==> src/rtl/riscv_pkg.sv <==
// ============================================================================
// Module  : riscv_pkg
// Brief   : Shared state, opcode and datapath-select codes for the
//           multi-cycle RISC-V controller.
// Revision: 1.0 - initial release
// ============================================================================
`default_nettype none

package riscv_pkg;

    typedef enum logic [3:0] {
        S_FETCH    = 4'd0,
        S_DECODE   = 4'd1,
        S_MEMADR   = 4'd2,
        S_MEMREAD  = 4'd3,
        S_MEMWB    = 4'd4,
        S_MEMWRITE = 4'd5,
        S_EXECR    = 4'd6,
        S_EXECI    = 4'd7,
        S_ALUWB    = 4'd8,
        S_BEQ      = 4'd9,
        S_JAL      = 4'd10
    } state_e;

    localparam logic [6:0] c_OP_LOAD   = 7'b0000011;
    localparam logic [6:0] c_OP_STORE  = 7'b0100011;
    localparam logic [6:0] c_OP_RTYPE  = 7'b0110011;
    localparam logic [6:0] c_OP_ITYPE  = 7'b0010011;
    localparam logic [6:0] c_OP_BRANCH = 7'b1100011;
    localparam logic [6:0] c_OP_JAL    = 7'b1101111;

    localparam logic [2:0] c_ALU_ADD = 3'b000;
    localparam logic [2:0] c_ALU_SUB = 3'b001;
    localparam logic [2:0] c_ALU_AND = 3'b010;
    localparam logic [2:0] c_ALU_OR  = 3'b011;
    localparam logic [2:0] c_ALU_SLT = 3'b101;

    localparam logic [2:0] c_IMM_I = 3'b000;
    localparam logic [2:0] c_IMM_S = 3'b001;
    localparam logic [2:0] c_IMM_B = 3'b010;
    localparam logic [2:0] c_IMM_J = 3'b011;

    localparam logic [1:0] c_RES_ALUOUT    = 2'b00;
    localparam logic [1:0] c_RES_DATA      = 2'b01;
    localparam logic [1:0] c_RES_ALURESULT = 2'b10;

    localparam logic [1:0] c_SRCA_PC    = 2'b00;
    localparam logic [1:0] c_SRCA_OLDPC = 2'b01;
    localparam logic [1:0] c_SRCA_RD1   = 2'b10;

    localparam logic [1:0] c_SRCB_RD2  = 2'b00;
    localparam logic [1:0] c_SRCB_IMM  = 2'b01;
    localparam logic [1:0] c_SRCB_FOUR = 2'b10;

endpackage

`default_nettype wire

==> src/rtl/alu_decoder.sv <==
// ============================================================================
// Module  : alu_decoder
// Brief   : Combinational funct3/funct7 to ALUControl decode for the execute
//           states; flags unsupported funct3 values.
// Revision: 1.0 - initial release
// ============================================================================
`default_nettype none

module alu_decoder
    import riscv_pkg::*;
(
    input  logic [2:0] i_funct3,
    input  logic       i_funct7_b5,
    input  logic       i_is_rtype,
    output logic [2:0] o_alu_control,
    output logic       o_illegal
);

    always_comb begin
        o_alu_control = c_ALU_ADD;
        o_illegal     = 1'b0;
        case (i_funct3)
            // funct7[5] selects sub only for register-register ops; addi has no sub form
            3'b000:  o_alu_control = (i_is_rtype && i_funct7_b5) ? c_ALU_SUB : c_ALU_ADD;
            3'b010:  o_alu_control = c_ALU_SLT;
            3'b110:  o_alu_control = c_ALU_OR;
            3'b111:  o_alu_control = c_ALU_AND;
            default: o_illegal     = 1'b1;
        endcase
    end

endmodule

`default_nettype wire

==> src/rtl/multi_cycle_controller.sv <==
// ============================================================================
// Module  : multi_cycle_controller
// Brief   : Moore-style main FSM of a multi-cycle RISC-V datapath. Define
//           MC_MEM_WAIT_EN to enable the mem_ready handshake and timeout.
// Revision: 1.0 - initial release
// ============================================================================
`default_nettype none

module multi_cycle_controller
    import riscv_pkg::*;
#(
    parameter int MEM_TIMEOUT = 15
)(
    input  logic       clk,
    input  logic       reset,
    input  logic [6:0] op,
    input  logic [2:0] funct3,
    input  logic [6:0] funct7,
    input  logic       Zero,
    input  logic       mem_ready,
    output logic       PCWrite,
    output logic       AdrSrc,
    output logic       MemWrite,
    output logic       IRWrite,
    output logic       RegWrite,
    output logic [1:0] ResultSrc,
    output logic [1:0] ALUSrcA,
    output logic [1:0] ALUSrcB,
    output logic [2:0] ALUControl,
    output logic [2:0] ImmSrc,
    output logic       illegal_op,
    output logic       mem_err,
    output logic [3:0] state
);

    state_e     r_state_q;
    state_e     w_state_d;
    logic       w_mem_done;
    logic       w_timeout;
    logic       w_pc_write;
    logic       w_ir_write;
    logic       w_mem_write;
    logic       w_reg_write;
    logic [2:0] w_dec_alu;
    logic       w_dec_illegal;
    logic       w_unused_funct7;

    assign w_unused_funct7 = ^{funct7[6], funct7[4:0]};

    alu_decoder u_alu_decoder (
        .i_funct3      (funct3),
        .i_funct7_b5   (funct7[5]),
        .i_is_rtype    (r_state_q == S_EXECR),
        .o_alu_control (w_dec_alu),
        .o_illegal     (w_dec_illegal)
    );

    always_ff @(posedge clk or negedge reset) begin
        if (!reset) r_state_q <= S_FETCH;
        else        r_state_q <= w_state_d;
    end

    always_comb begin
        w_state_d   = S_FETCH;
        w_pc_write  = 1'b0;
        w_ir_write  = 1'b0;
        w_mem_write = 1'b0;
        w_reg_write = 1'b0;
        AdrSrc      = 1'b0;
        ResultSrc   = c_RES_ALUOUT;
        ALUSrcA     = c_SRCA_PC;
        ALUSrcB     = c_SRCB_RD2;
        ALUControl  = c_ALU_ADD;
        ImmSrc      = c_IMM_I;
        illegal_op  = 1'b0;
        case (r_state_q)
            S_FETCH: begin
                ALUSrcB   = c_SRCB_FOUR;
                ResultSrc = c_RES_ALURESULT;
                if (w_mem_done) begin
                    w_pc_write = 1'b1;
                    w_ir_write = 1'b1;
                    w_state_d  = S_DECODE;
                end
            end
            S_DECODE: begin
                ALUSrcA = c_SRCA_OLDPC;
                ALUSrcB = c_SRCB_IMM;
                ImmSrc  = c_IMM_B;
                case (op)
                    c_OP_LOAD, c_OP_STORE: w_state_d = S_MEMADR;
                    c_OP_RTYPE:            w_state_d = S_EXECR;
                    c_OP_ITYPE:            w_state_d = S_EXECI;
                    c_OP_BRANCH:           w_state_d = S_BEQ;
                    c_OP_JAL:              w_state_d = S_JAL;
                    default:               illegal_op = 1'b1;
                endcase
            end
            S_MEMADR: begin
                ALUSrcA   = c_SRCA_RD1;
                ALUSrcB   = c_SRCB_IMM;
                ImmSrc    = (op == c_OP_STORE) ? c_IMM_S : c_IMM_I;
                w_state_d = (op == c_OP_STORE) ? S_MEMWRITE : S_MEMREAD;
            end
            S_MEMREAD: begin
                AdrSrc = 1'b1;
                if (w_mem_done)      w_state_d = S_MEMWB;
                else if (!w_timeout) w_state_d = S_MEMREAD;
            end
            S_MEMWB: begin
                ResultSrc   = c_RES_DATA;
                w_reg_write = 1'b1;
            end
            S_MEMWRITE: begin
                AdrSrc      = 1'b1;
                w_mem_write = 1'b1;
                if (!w_mem_done && !w_timeout) w_state_d = S_MEMWRITE;
            end
            S_EXECR, S_EXECI: begin
                ALUSrcA    = c_SRCA_RD1;
                ALUSrcB    = (r_state_q == S_EXECI) ? c_SRCB_IMM : c_SRCB_RD2;
                ALUControl = w_dec_alu;
                illegal_op = w_dec_illegal;
                if (!w_dec_illegal) w_state_d = S_ALUWB;
            end
            S_ALUWB: begin
                w_reg_write = 1'b1;
            end
            S_BEQ: begin
                ALUSrcA    = c_SRCA_RD1;
                ALUControl = c_ALU_SUB;
                w_pc_write = Zero;
            end
            S_JAL: begin
                ALUSrcA    = c_SRCA_OLDPC;
                ALUSrcB    = c_SRCB_FOUR;
                ImmSrc     = c_IMM_J;
                w_pc_write = 1'b1;
                w_state_d  = S_ALUWB;
            end
            default: w_state_d = S_FETCH;
        endcase
    end

    // Strobes are masked by reset itself so they drop without waiting for a clock.
    assign PCWrite  = w_pc_write  & reset;
    assign IRWrite  = w_ir_write  & reset;
    assign MemWrite = w_mem_write & reset;
    assign RegWrite = w_reg_write & reset;
    assign state    = r_state_q;

`ifdef MC_MEM_WAIT_EN
    localparam logic [7:0] c_TIMEOUT_M1 = 8'(MEM_TIMEOUT - 1);

    logic [7:0] r_wait_cnt_q;
    logic [7:0] w_wait_cnt_d;
    logic       r_mem_err_q;
    logic       w_mem_err_d;
    logic       w_in_wait;

    assign w_in_wait  = (r_state_q == S_FETCH) || (r_state_q == S_MEMREAD) ||
                        (r_state_q == S_MEMWRITE);
    assign w_mem_done = mem_ready;
    assign w_timeout  = w_in_wait && !mem_ready && (r_wait_cnt_q == c_TIMEOUT_M1);

    always_comb begin
        w_wait_cnt_d = 8'd0;
        w_mem_err_d  = r_mem_err_q | w_timeout;
        if (w_in_wait && !mem_ready && !w_timeout && (w_state_d == r_state_q))
            w_wait_cnt_d = r_wait_cnt_q + 8'd1;
    end

    always_ff @(posedge clk or negedge reset) begin
        if (!reset) begin
            r_wait_cnt_q <= 8'd0;
            r_mem_err_q  <= 1'b0;
        end else begin
            r_wait_cnt_q <= w_wait_cnt_d;
            r_mem_err_q  <= w_mem_err_d;
        end
    end

    assign mem_err = r_mem_err_q;
`else
    localparam int c_UNUSED_TIMEOUT = MEM_TIMEOUT;
    logic w_unused_mem_ready;

    assign w_unused_mem_ready = mem_ready;
    assign w_mem_done         = 1'b1;
    assign w_timeout          = 1'b0;
    assign mem_err            = 1'b0;
`endif

endmodule

`default_nettype wire

==> config.mk <==
export PLATFORM = sky130hd
export DESIGN_NAME = multi_cycle_controller
export DESIGN_NICKNAME = d
export VERILOG_FILES = /design/src/rtl/riscv_pkg.sv /design/src/rtl/alu_decoder.sv /design/src/rtl/multi_cycle_controller.sv
export SDC_FILE = /design/constraint.sdc
export NUM_CORES = 1
export LEC_CHECK = 0
export CORE_MARGIN = 8
export CORE_UTILIZATION = 33
export DETAILED_ROUTE_END_ITERATION = 10
export GPL_TIMING_DRIVEN = 0
export PLACE_DENSITY_LB_ADDON = 0.12
export SLEW_MARGIN = 20
export SYNTH_ARGS = -nofsm -noshare
export SYNTH_HDL_FRONTEND = slang
export SYNTH_SLANG_ARGS = --single-unit
export TNS_END_PERCENT = 5
==> constraint.sdc <==
create_clock -name clk -period 2.1 [get_ports clk]
set_clock_uncertainty 0.05 [all_clocks]
set_input_delay 0.525 -clock clk [delete_from_list [all_inputs] [get_ports clk]]
set_output_delay 0.525 -clock clk [all_outputs]
set_load 0.01 [all_outputs]
layers.png
Drawn at 6 px/micron. Only two layers are drawn.
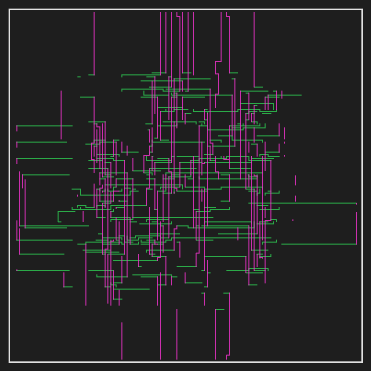
layer	colour	wire length
M1	green	824 microns
M2	magenta	930 microns

placed.png
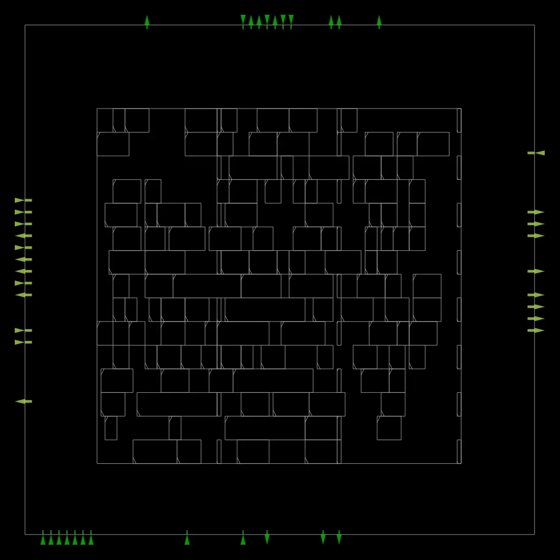
Non-Filler Instances: 145
sequential share of cell area: 0.100

m2.png
Drawn at 6 px/micron.
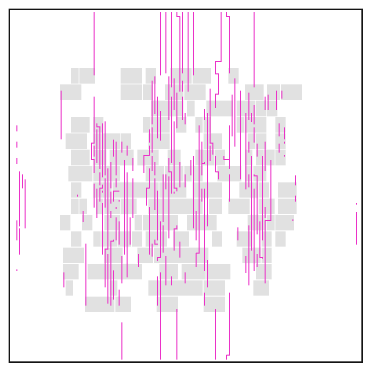
main direction	vertical
wire length on this layer	930 microns

==> results_dict.tcl <==
# yosys + openroad results
set metrics [dict create \
    drt_iter0_drc 7 \
    cts_inserted_buffers 3 \
    synth_cells 81 \
    yosys_area_sq_um 598 \
    crit_family "simple AND/OR/NAND/NOR gates" \
    crit_required_ns 1.52 \
    fp_util 0.350 \
    max_freq_mhz 445 \
    drv_slew 0 \
    numPortBuffers 34 \
    violations "negative setup slack" \
    ys_cells 81 \
    leakagePower_nw 0.478 \
    pre_cts_ws_ns -0.768 \
    clkLatencyLatePin_ns 0.24 \
    final_hold_viol_count 0 \
    placed_cell_area_sq_um 973 \
    most-common-layout-cells "buf_2, nand2_1, dlygate4sd2_1, clkdlybuf4s50_1, nor2_1" \
    drive_gt1_frac 0.317 \
    period_needed_ns 2.25 \
    die_x_microns 58.6 \
    hold_slack_ns 0.218 \
    start_kind "flip-flop" \
    root_buffer "clkbuf_4" \
    final_nets 143 \
    hpwl_microns 1520 \
    track_usage 0.119 \
    slowest_delay_ns 0.57 \
    avgSynthCellArea_sq_um 7.38 \
    drc_errors 0 \
    rsz0062_at_grt "yes" \
    min_period_over_period 1.07 \
    tritoncts_num_sinks 4 \
    largest_register_ffs 4 \
    tritoncts "yes" \
    diodes 0 \
    dr.pass1.iters 4 \
    power.total_mw 0.699 \
    numSynthFlops 4 \
    ant_nets 0 \
    yosys_warnings 0 \
    die-height_microns 58.6 \
    final_area_sq_um 998 \
    status "finished with violations" \
    cp.arrival_ns 1.67 \
    path_clk_slew_ns 0.04 \
    place_congestion 0.774 \
    edf_count 0 \
    grt_max_degree 11 \
    critPathSlowestCell "or4b_4" \
    synth_cell_types 40 \
    setup_slack_ns -0.149 \
    yosys.stat.seqShare 0.167 \
    row_count 15 \
    path_cells "buf_6 > or4b_4 > o31ai_4 > buf_2" \
    hp-class "primary input to asynchronous set/reset pin" \
    power_density_nw_per_um2 700 \
    critPathKind "flip-flop to output pin" \
    cts_buffer_depth 2 \
    synthArstFlopShare 1.00 \
    hold_buffers 0 \
    tns_ns -0.441 \
    htreeDepth 1 \
    antenna_found_initial 0 \
    cp_max_fo 10 \
    gr-total-overflow 0 \
    setup_viol 5 \
]
pinout.png
Drawn at 8 px/micron. Pins as bars across the die edge, other pins in grey.
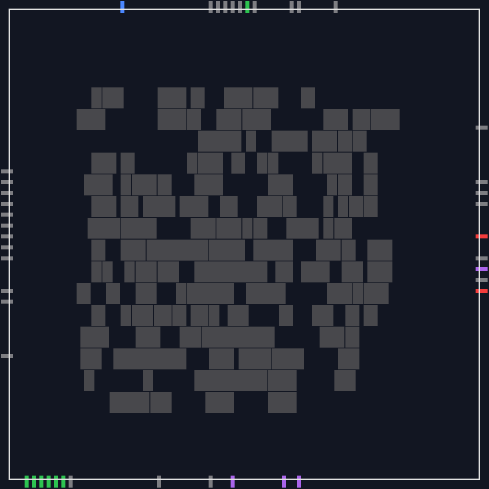
port	colour	pins	direction	edge
funct7	green	7	input	6 bottom, 1 top
state	purple	4	output	3 bottom, 1 right
mem_err	blue	1	output	top
ALUSrcB	red	2	output	right

floorplan.png
Drawn at 8 px/micron. Pins as bars on the die edge. Tap cells in grey.
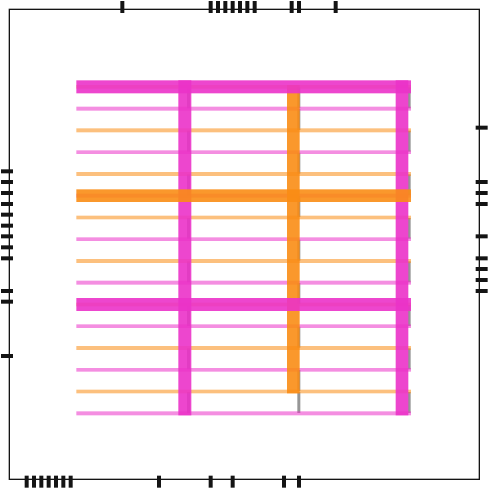
net	colour
VSS	magenta
VDD	orange
rows	15
met4 straps	3

## logic make-up (layout without fill, tap and decap cells)
family	count (synthesis)	count (layout)	share of synthesized area
compound gates	17	17	0.224
buf+inv	13	51	0.134
other cells	1	2	0.00627
simple gates	41	41	0.393
mux	1	1	0.0167
flops	4	4	0.167
xor+xnor	4	4	0.0586
## metal layers
metal	vias to the layer above	part of all wire	wire, microns	global-route usage
met3	5	0.091	179	0.0500
li1	367	-	-	-
met2	32	0.47	929	0.194
met1	332	0.42	823	0.133
met4	0	0.017	34	0.0512
met5	-	0	0	0
## cells in the mapped netlist, types with 2 or more instances
master / n / area, sq um
a21oi_1: 5 / 25.0
buf_1: 2 / 7.51
buf_4: 2 / 15.0
buf_6: 3 / 33.8
dfrtp_1: 4 / 100
inv_1: 4 / 15.0
nand2_1: 9 / 33.8
nand2b_1: 3 / 18.8
nand3_1: 4 / 20.0
nor2_1: 7 / 26.3
nor3_1: 3 / 15.0
nor3b_1: 3 / 22.5
or2_1: 2 / 12.5
or3_1: 2 / 12.5
xnor2_1: 2 / 17.5
xor2_1: 2 / 17.5
## power by group
group	total (mW)	switching (mW)	leakage, nW	internal [mW]
clock network	0.0974	0.0334	0.0138	0.0640
logic	0.504	0.256	0.411	0.248
registers	0.0976	0.00773	0.0536	0.0899
## through the flow
| stage | std cells | util |
|---|---|---|
| 2_1_floorplan | 82 | - |
| 6_report | 145 | 0.585 |
| 4_1_cts | 145 | 0.582 |
| 3_5_place_dp | 141 | 0.570 |
| 3_3_place_gp | 141 | 0.570 |
| 5_1_grt | 145 | 0.585 |
## final cells by class
| class | count | area [sq um] | area share |
|---|---|---|---|
| inverter | 4 | 15.0 | 0.0150 |
| clock buffer | 3 | 22.5 | 0.0226 |
| tap | 25 | 31.3 | 0.0313 |
| timing repair buffer | 35 | 282 | 0.282 |
| sequential | 4 | 100 | 0.100 |
| multi-input combinational | 65 | 472 | 0.472 |
| buffer | 9 | 76.3 | 0.0764 |
## timing repair
item | 4_1_cts | 5_1_grt
resized | 64 | 18
pin swaps | 4 | 3
endpoints found under the setup margin | 17 | 13
hold endpoints to repair | 0 | 0
buffers inserted | 1 | 0
## path summary, 6_finish.rpt
kind / from / endpoint / slack (ns) / depth (start not counted)
setup reg to reg: state[2] / state[1] / 0.48 / 4
setup / recovery: state[2] / ImmSrc[0] / -0.15 / 4
hold / removal: reset / state[0] / 0.22 / 1
min in group clk: op[4] / state[2] / 0.56 / 3
hold reg to reg: state[3] / state[3] / 0.70 / 3
max in group asynchronous: reset / state[3] / 1.56 / 1
No activity file was given, so power comes from the tool's default toggle rates.
